Run 1, cell placement:
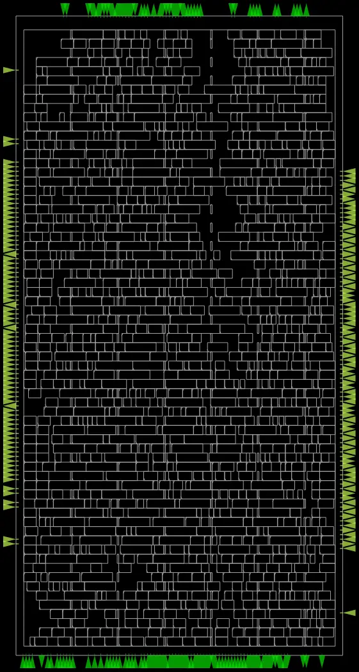
Run 1, metal layers overlaid:
Only two layers are drawn.
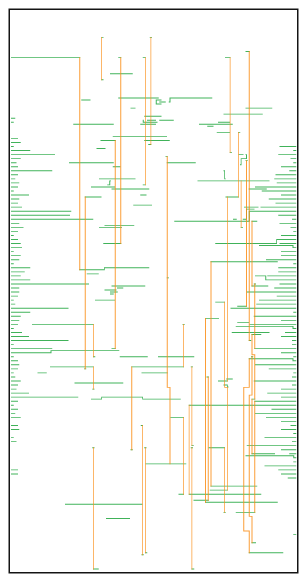
Run 1, sequential cells grouped by signal name:
Other sequential cells in the stronger grey, the rest of the logic in the fainter grey.
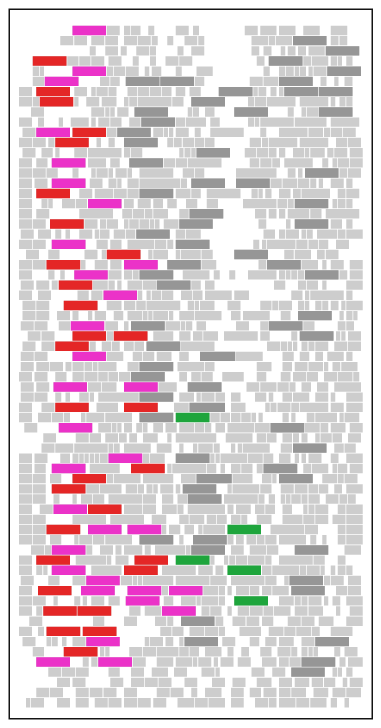
Run 1, met2 routing:
The bar under the picture is 20 um long.
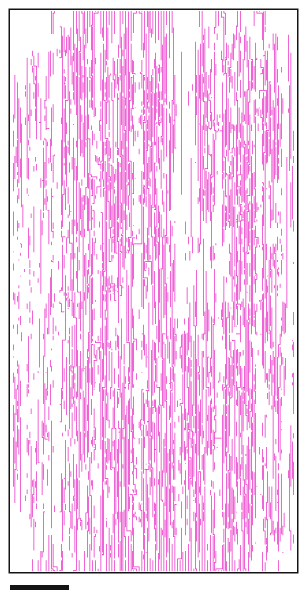
==> src/rtl/trap_ctrl.sv <==
// rtl/trap_ctrl.sv - machine-mode trap/return sequencer owning the CSR write port
module trap_ctrl #(
   parameter int XLEN      = 32,
   parameter bit VECTOR_EN = 1'b1
) (
   input  logic            clk_i,
   input  logic            rst_ni,
   input  logic            exc_valid_i,
   input  logic [3:0]      exc_code_i,
   input  logic [XLEN-1:0] exc_pc_i,
   input  logic [XLEN-1:0] exc_tval_i,
   input  logic            irq_ext_i,
   input  logic            irq_sw_i,
   input  logic            irq_timer_i,
   input  logic [XLEN-1:0] int_pc_i,
   input  logic            mret_i,
   input  logic            wb_csr_we_i,
   input  logic [11:0]     wb_csr_waddr_i,
   input  logic [XLEN-1:0] wb_csr_wdata_i,
   input  logic [11:0]     id_csr_raddr_i,
   output logic            csr_we_o,
   output logic [11:0]     csr_waddr_o,
   output logic [XLEN-1:0] csr_wdata_o,
   output logic [11:0]     csr_raddr_o,
   input  logic [XLEN-1:0] csr_rdata_i,
   output logic            stall_o,
   output logic            redirect_valid_o,
   output logic [XLEN-1:0] redirect_pc_o
);
   typedef enum logic [2:0] {
      IDLE, W_EPC, W_CAUSE, W_TVAL, W_STATUS, R_TVEC, RET, REDIR
   } state_t;

   localparam logic [11:0] A_MSTATUS = 12'h300;
   localparam logic [11:0] A_MIE     = 12'h304;
   localparam logic [11:0] A_MTVEC   = 12'h305;
   localparam logic [11:0] A_MEPC    = 12'h341;
   localparam logic [11:0] A_MCAUSE  = 12'h342;
   localparam logic [11:0] A_MTVAL   = 12'h343;
   localparam logic [XLEN-1:0] ALIGN = {{(XLEN-2){1'b1}}, 2'b00};

   state_t          state, state_nx;
   logic [XLEN-1:0] mstatus_sh, mie_sh;
   logic [XLEN-1:0] cause_q, pc_q, tval_q, target_q;
   logic            irq_q;
   logic            idle, irq_pend;
   logic [3:0]      irq_code;
   logic            accept_exc, accept_irq, accept_mret, accept;
   logic [XLEN-1:0] status_trap, status_ret, tvec_base, tvec_target;

   always_comb begin
      irq_code = 4'd7;
      if (irq_ext_i && mie_sh[11])
         irq_code = 4'd11;
      else if (irq_sw_i && mie_sh[3])
         irq_code = 4'd3;
   end

   assign irq_pend = mstatus_sh[3] & ((irq_ext_i & mie_sh[11]) |
                                      (irq_sw_i & mie_sh[3]) |
                                      (irq_timer_i & mie_sh[7]));

   assign idle        = (state == IDLE);
   assign accept_exc  = idle & exc_valid_i;
   assign accept_irq  = idle & ~exc_valid_i & irq_pend;
   assign accept_mret = idle & ~exc_valid_i & ~irq_pend & mret_i;
   assign accept      = accept_exc | accept_irq | accept_mret;

   always_comb begin
      status_trap        = mstatus_sh;
      status_trap[7]     = mstatus_sh[3];
      status_trap[3]     = 1'b0;
      status_trap[12:11] = 2'b11;
      status_ret         = mstatus_sh;
      status_ret[3]      = mstatus_sh[7];
      status_ret[7]      = 1'b1;
      status_ret[12:11]  = 2'b00;
   end

   // mtvec modes 2'b1x fall back to direct
   assign tvec_base   = csr_rdata_i & ALIGN;
   assign tvec_target = (VECTOR_EN && csr_rdata_i[1:0] == 2'b01 && irq_q)
                        ? tvec_base + {{(XLEN-6){1'b0}}, cause_q[3:0], 2'b00}
                        : tvec_base;

   always_comb begin
      state_nx         = state;
      csr_we_o         = 1'b0;
      csr_waddr_o      = '0;
      csr_wdata_o      = '0;
      csr_raddr_o      = '0;
      stall_o          = 1'b1;
      redirect_valid_o = 1'b0;
      redirect_pc_o    = '0;
      case (state)
         IDLE: begin
            csr_we_o    = wb_csr_we_i;
            csr_waddr_o = wb_csr_waddr_i;
            csr_wdata_o = wb_csr_wdata_i;
            csr_raddr_o = id_csr_raddr_i;
            stall_o     = accept;
            if (accept_mret)
               state_nx = RET;
            else if (accept)
               state_nx = W_EPC;
         end
         W_EPC: begin
            csr_we_o    = 1'b1;
            csr_waddr_o = A_MEPC;
            csr_wdata_o = pc_q & ALIGN;
            state_nx    = W_CAUSE;
         end
         W_CAUSE: begin
            csr_we_o    = 1'b1;
            csr_waddr_o = A_MCAUSE;
            csr_wdata_o = cause_q;
            state_nx    = W_TVAL;
         end
         W_TVAL: begin
            csr_we_o    = 1'b1;
            csr_waddr_o = A_MTVAL;
            csr_wdata_o = tval_q;
            state_nx    = W_STATUS;
         end
         W_STATUS: begin
            csr_we_o    = 1'b1;
            csr_waddr_o = A_MSTATUS;
            csr_wdata_o = status_trap;
            state_nx    = R_TVEC;
         end
         R_TVEC: begin
            csr_raddr_o = A_MTVEC;
            state_nx    = REDIR;
         end
         RET: begin
            csr_we_o    = 1'b1;
            csr_waddr_o = A_MSTATUS;
            csr_wdata_o = status_ret;
            csr_raddr_o = A_MEPC;
            state_nx    = REDIR;
         end
         REDIR: begin
            redirect_valid_o = 1'b1;
            redirect_pc_o    = target_q;
            state_nx         = IDLE;
         end
         default: state_nx = IDLE;
      endcase
   end

   always_ff @(posedge clk_i or negedge rst_ni) begin
      if (!rst_ni) begin
         state      <= IDLE;
         mstatus_sh <= '0;
         mie_sh     <= '0;
         cause_q    <= '0;
         pc_q       <= '0;
         tval_q     <= '0;
         irq_q      <= 1'b0;
         target_q   <= '0;
      end else begin
         state <= state_nx;
         // snoop every write reaching the CSR file, ours included
         if (csr_we_o && csr_waddr_o == A_MSTATUS)
            mstatus_sh <= csr_wdata_o;
         if (csr_we_o && csr_waddr_o == A_MIE)
            mie_sh <= csr_wdata_o;
         if (accept_exc) begin
            cause_q <= {{(XLEN-4){1'b0}}, exc_code_i};
            pc_q    <= exc_pc_i;
            tval_q  <= exc_tval_i;
            irq_q   <= 1'b0;
         end else if (accept_irq) begin
            cause_q <= {1'b1, {(XLEN-5){1'b0}}, irq_code};
            pc_q    <= int_pc_i;
            tval_q  <= '0;
            irq_q   <= 1'b1;
         end
         if (state == R_TVEC)
            target_q <= tvec_target;
         else if (state == RET)
            target_q <= csr_rdata_i & ALIGN;
      end
   end
endmodule
==> config.mk <==
export PLATFORM = sky130hd
export DESIGN_NAME = trap_ctrl
export DESIGN_NICKNAME = d
export VERILOG_FILES = /design/src/rtl/trap_ctrl.sv
export SDC_FILE = /design/constraint.sdc
export NUM_CORES = 1
export LEC_CHECK = 0
export CAP_MARGIN = 20
export CORE_ASPECT_RATIO = 2
export CORE_MARGIN = 2
export CORE_UTILIZATION = 44
export DETAILED_ROUTE_END_ITERATION = 8
export PLACE_DENSITY_LB_ADDON = 0.12
export SETUP_SLACK_MARGIN = 0.2
export SKIP_CTS_REPAIR_TIMING = 1
export SLEW_MARGIN = 20
export SYNTH_ARGS = -nofsm -noshare
export SYNTH_HDL_FRONTEND = slang
export SYNTH_SLANG_ARGS = --single-unit
export TNS_END_PERCENT = 100
==> constraint.sdc <==
create_clock -name clk_i -period 2.55 [get_ports clk_i]
set_clock_uncertainty 0.1 [all_clocks]
set_input_delay 0.3825 -clock clk_i [delete_from_list [all_inputs] [get_ports clk_i]]
set_output_delay 0.3825 -clock clk_i [all_outputs]
set_load 0.005 [all_outputs]
==> qor.csv, run 1 <==
metric;value;unit
Final Cell Area;12900;um2
H-Tree Depth;4;
status;finished, violations left;
dpl cells;1269;
initial antenna violation count;0;
most instantiated cells after synthesis;dfrtp_1, nand2_1, nor2_1;
cell type with the largest total area;dfrtp_1;
Clock-cell share;0.0505;
clock group share of total power;0.189;
YS chip area;7530;um2
Unique masters post-synth;57;
Antenna Violating Nets Remaining;0;
worst hold path cell count;2;
Top non-seq family;simple AND/OR/NAND/NOR gates;
post-route setup slack;-0.0449;ns
cycle use final;1.02;
Pre-Repair DR Iteration Count;5;
Most flops, register;tval_q;
Sum Neg Setup Slack;-0.153;ns
vias in the first global route;7279;
most frequent logic cell in the layout;clkdlybuf4s50_1;
Yosys top cell by instances;dfrtp_1;
Crit path arrival time;2.11;ns
Num CTS Buffers;17;
Area Overhead vs Synth;71.3;%
violated checks;negative setup slack;
die width;96.5;um
r2r setup slk;0.08;ns
flop count;133;
startpoint types;flop;
# setup viols final;7;
total grt overflow;0;
Seq/Total Area, Yosys;0.442;
Worst Hold Endpoint;target_q[21]$_DFFE_PN0N_;
final RePlAce weighted congestion;0.894;
Comb area share;0.341;
Critical Path, Cell by Cell;buf_12 > nor2_4 > buf_6 > clkbuf_16 > buf_6 > buf_6 > a21oi_2 > nor2_2 > a21o_1 > clkbuf_2;
About 'cell placement':
Post-Layout Cell Count: 1386
site row count: 67
Core ar.: 16800 um2

About 'metal layers overlaid':
[green] met3 | wire length: 1830 um
[orange] met4 | wire length: 1560 um

About 'sequential cells grouped by signal name':
[magenta] tval_q | flops: 32 | where: a column on the left
[green] cause_q | flops: 5
[red] pc_q | flops: 30 | where: a column on the left
not coloured: 66

About 'met2 routing':
nets with wire on the layer: 1210
main direction: vertical
wire length on this layer: 15500 um
share of all routed wire: 55%
via count: 7723
fraction of met2 tracks used by global routing: 0.491
Detailed Route WL: 28400 um

[run 1: per-layer routing]
metal,share of wire,track usage
met5,0,0
met4,0.055,0.124
met3,0.065,0.0545
met2,0.55,0.491
met1,0.33,0.285
[run 1: power groups by stage]
| stage | registers, mW | clock network, mW | logic [mW] |
|---|---|---|---|
| CTS | 3.55 | 2.73 | 6.21 |
| global route | 3.71 | 2.82 | 8.51 |
| detailed placement | 3.57 | 0 | 6.19 |
| global placement | 3.54 | 0 | 6.09 |
| finish | 3.62 | 2.69 | 7.94 |
| floorplan | 3.35 | 0 | 3.47 |
[run 1: critical path, delay by kind of cell (launching register included)]
family	cells	cell delay (ns)
AOI/OAI and AO/OA	2	0.17
buffers and inverters	6	0.72
DFF	1	0.46
and+or+nand+nor	2	0.34
## Run 2: what changed since run 1
--- a/config.mk
+++ b/config.mk
@@ -9,6 +9,7 @@
 export CORE_ASPECT_RATIO = 2
 export CORE_MARGIN = 2
 export CORE_UTILIZATION = 44
+export CTS_CLUSTER_SIZE = 20
 export DETAILED_ROUTE_END_ITERATION = 8
 export PLACE_DENSITY_LB_ADDON = 0.12
 export SETUP_SLACK_MARGIN = 0.2
Run 2, met2 routing:
The bar under the picture is 20 um long.
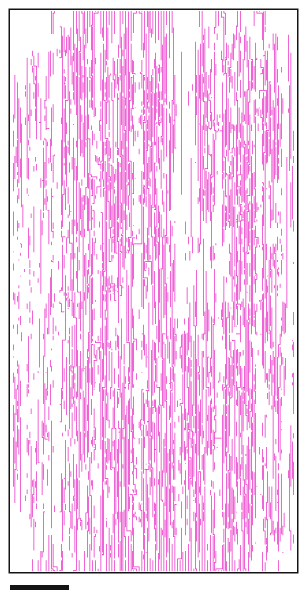
longest straight run: 67.2 um
wire length on this layer: 15500 um

==> run 2 against run 1 <==
  * The flow still finishes with violations (negative setup slack)
  * First-iteration DRC count did not move
  * Maximum frequency did not move
  * Critical endpoint unchanged
  * Die size did not move
  * Largest cell class unchanged
  * Via count did not move
  * Sequential power barely moved
  * Synthesized cell count did not move
  * Synthesized area did not move
  * Worst setup slack did not move
  * Final cell count did not move
  * Count of clock-buffer cells in the layout did not move
==> qor.csv, run 2 <==
metric;value;unit;change
Unique masters post-synth;57;;unchanged
Sum Neg Setup Slack;-0.153;ns;unchanged
critical path depth;10;;unchanged
Critical Path, Cell by Cell;buf_12 > nor2_4 > buf_6 > clkbuf_16 > buf_6 > buf_6 > a21oi_2 > nor2_2 > a21o_1 > clkbuf_2;;unchanged
Comb. pwr;7.94;mW;about the same
Post-Layout Cell Count;1386;;unchanged
Most flops, register;tval_q;;unchanged
initial antenna violation count;0;;unchanged
startpoint types;flop;;unchanged
worst path buffer plus inverter count;6;;unchanged
violated checks;negative setup slack;;unchanged
flop count;133;;unchanged
Yosys top cell by instances;dfrtp_1;;unchanged
Detailed Route WL;28400;um;unchanged
Seq/Total Area, Yosys;0.442;;unchanged
most frequent logic cell in the layout;clkdlybuf4s50_1;;unchanged
via count;7723;;unchanged
status;finished, violations left;;unchanged
cycle use final;1.02;;unchanged
YS chip area;7530;um2;unchanged
Worst Hold Endpoint;target_q[21]$_DFFE_PN0N_;;unchanged
vias in the first global route;7279;;unchanged
post-route setup slack;-0.0449;ns;unchanged
cell type with the largest total area;dfrtp_1;;unchanged
# setup viols final;7;;unchanged
clock group share of total power;0.189;;about the same
Pre-Repair DR Iteration Count;5;;unchanged
site row count;67;;unchanged
ys flops;133;;unchanged
r2r setup slk;0.08;ns;about the same
Top power group;combinational cells;;unchanged
H-Tree Depth;4;;unchanged
Antenna Violating Nets Remaining;0;;unchanged
final RePlAce weighted congestion;0.894;;unchanged
Clock-cell share;0.0505;;unchanged
total grt overflow;0;;unchanged
Worst setup EP type;primary output;;unchanged
die width;96.5;um;unchanged
most instantiated cells after synthesis;dfrtp_1, nand2_1, nor2_1;;unchanged
Top non-seq family;simple AND/OR/NAND/NOR gates;;unchanged
Crit path arrival time;2.11;ns;about the same
Num CTS Buffers;17;;unchanged
power in the clock group;2.69;mW;about the same
CP top delay family;buffers and inverters;;unchanged
DIE AREA;18300;um2;unchanged
Core ar.;16800;um2;unchanged
dpl cells;1269;;unchanged
==> run 2: cell counts after synthesis <==
No cell type changed its count.
==> run 2: cell families (layout without fill, tap and decap cells) <==
kind of cell    Yosys count  after routing
compound gates          205            205
fa+ha+maj                 5              5
mux                      75             75
buf+inv                  74            452
flops                   133            133
other cells               1              2
simple gates            278            279
xor+xnor                 28             28
==> run 2: layer usage <==
metal,up-vias,track usage,routed length [um]
met1,3736,0.285,9460
met5,-,0,0
met3,79,0.0545,1830
li1,3563,-,-
met2,345,0.491,15500
met4,0,0.124,1560
==> run 2: per-stage QoR <==
stage	instance area [um2]	total power [mW]
4_1_cts	11500	12.5
3_5_place_dp	10800	9.76
5_1_grt	12900	15.0
6_report	12900	14.3
3_3_place_gp	10800	9.63
2_1_floorplan	7540	6.82
Power and IR drop assume default switching activity.
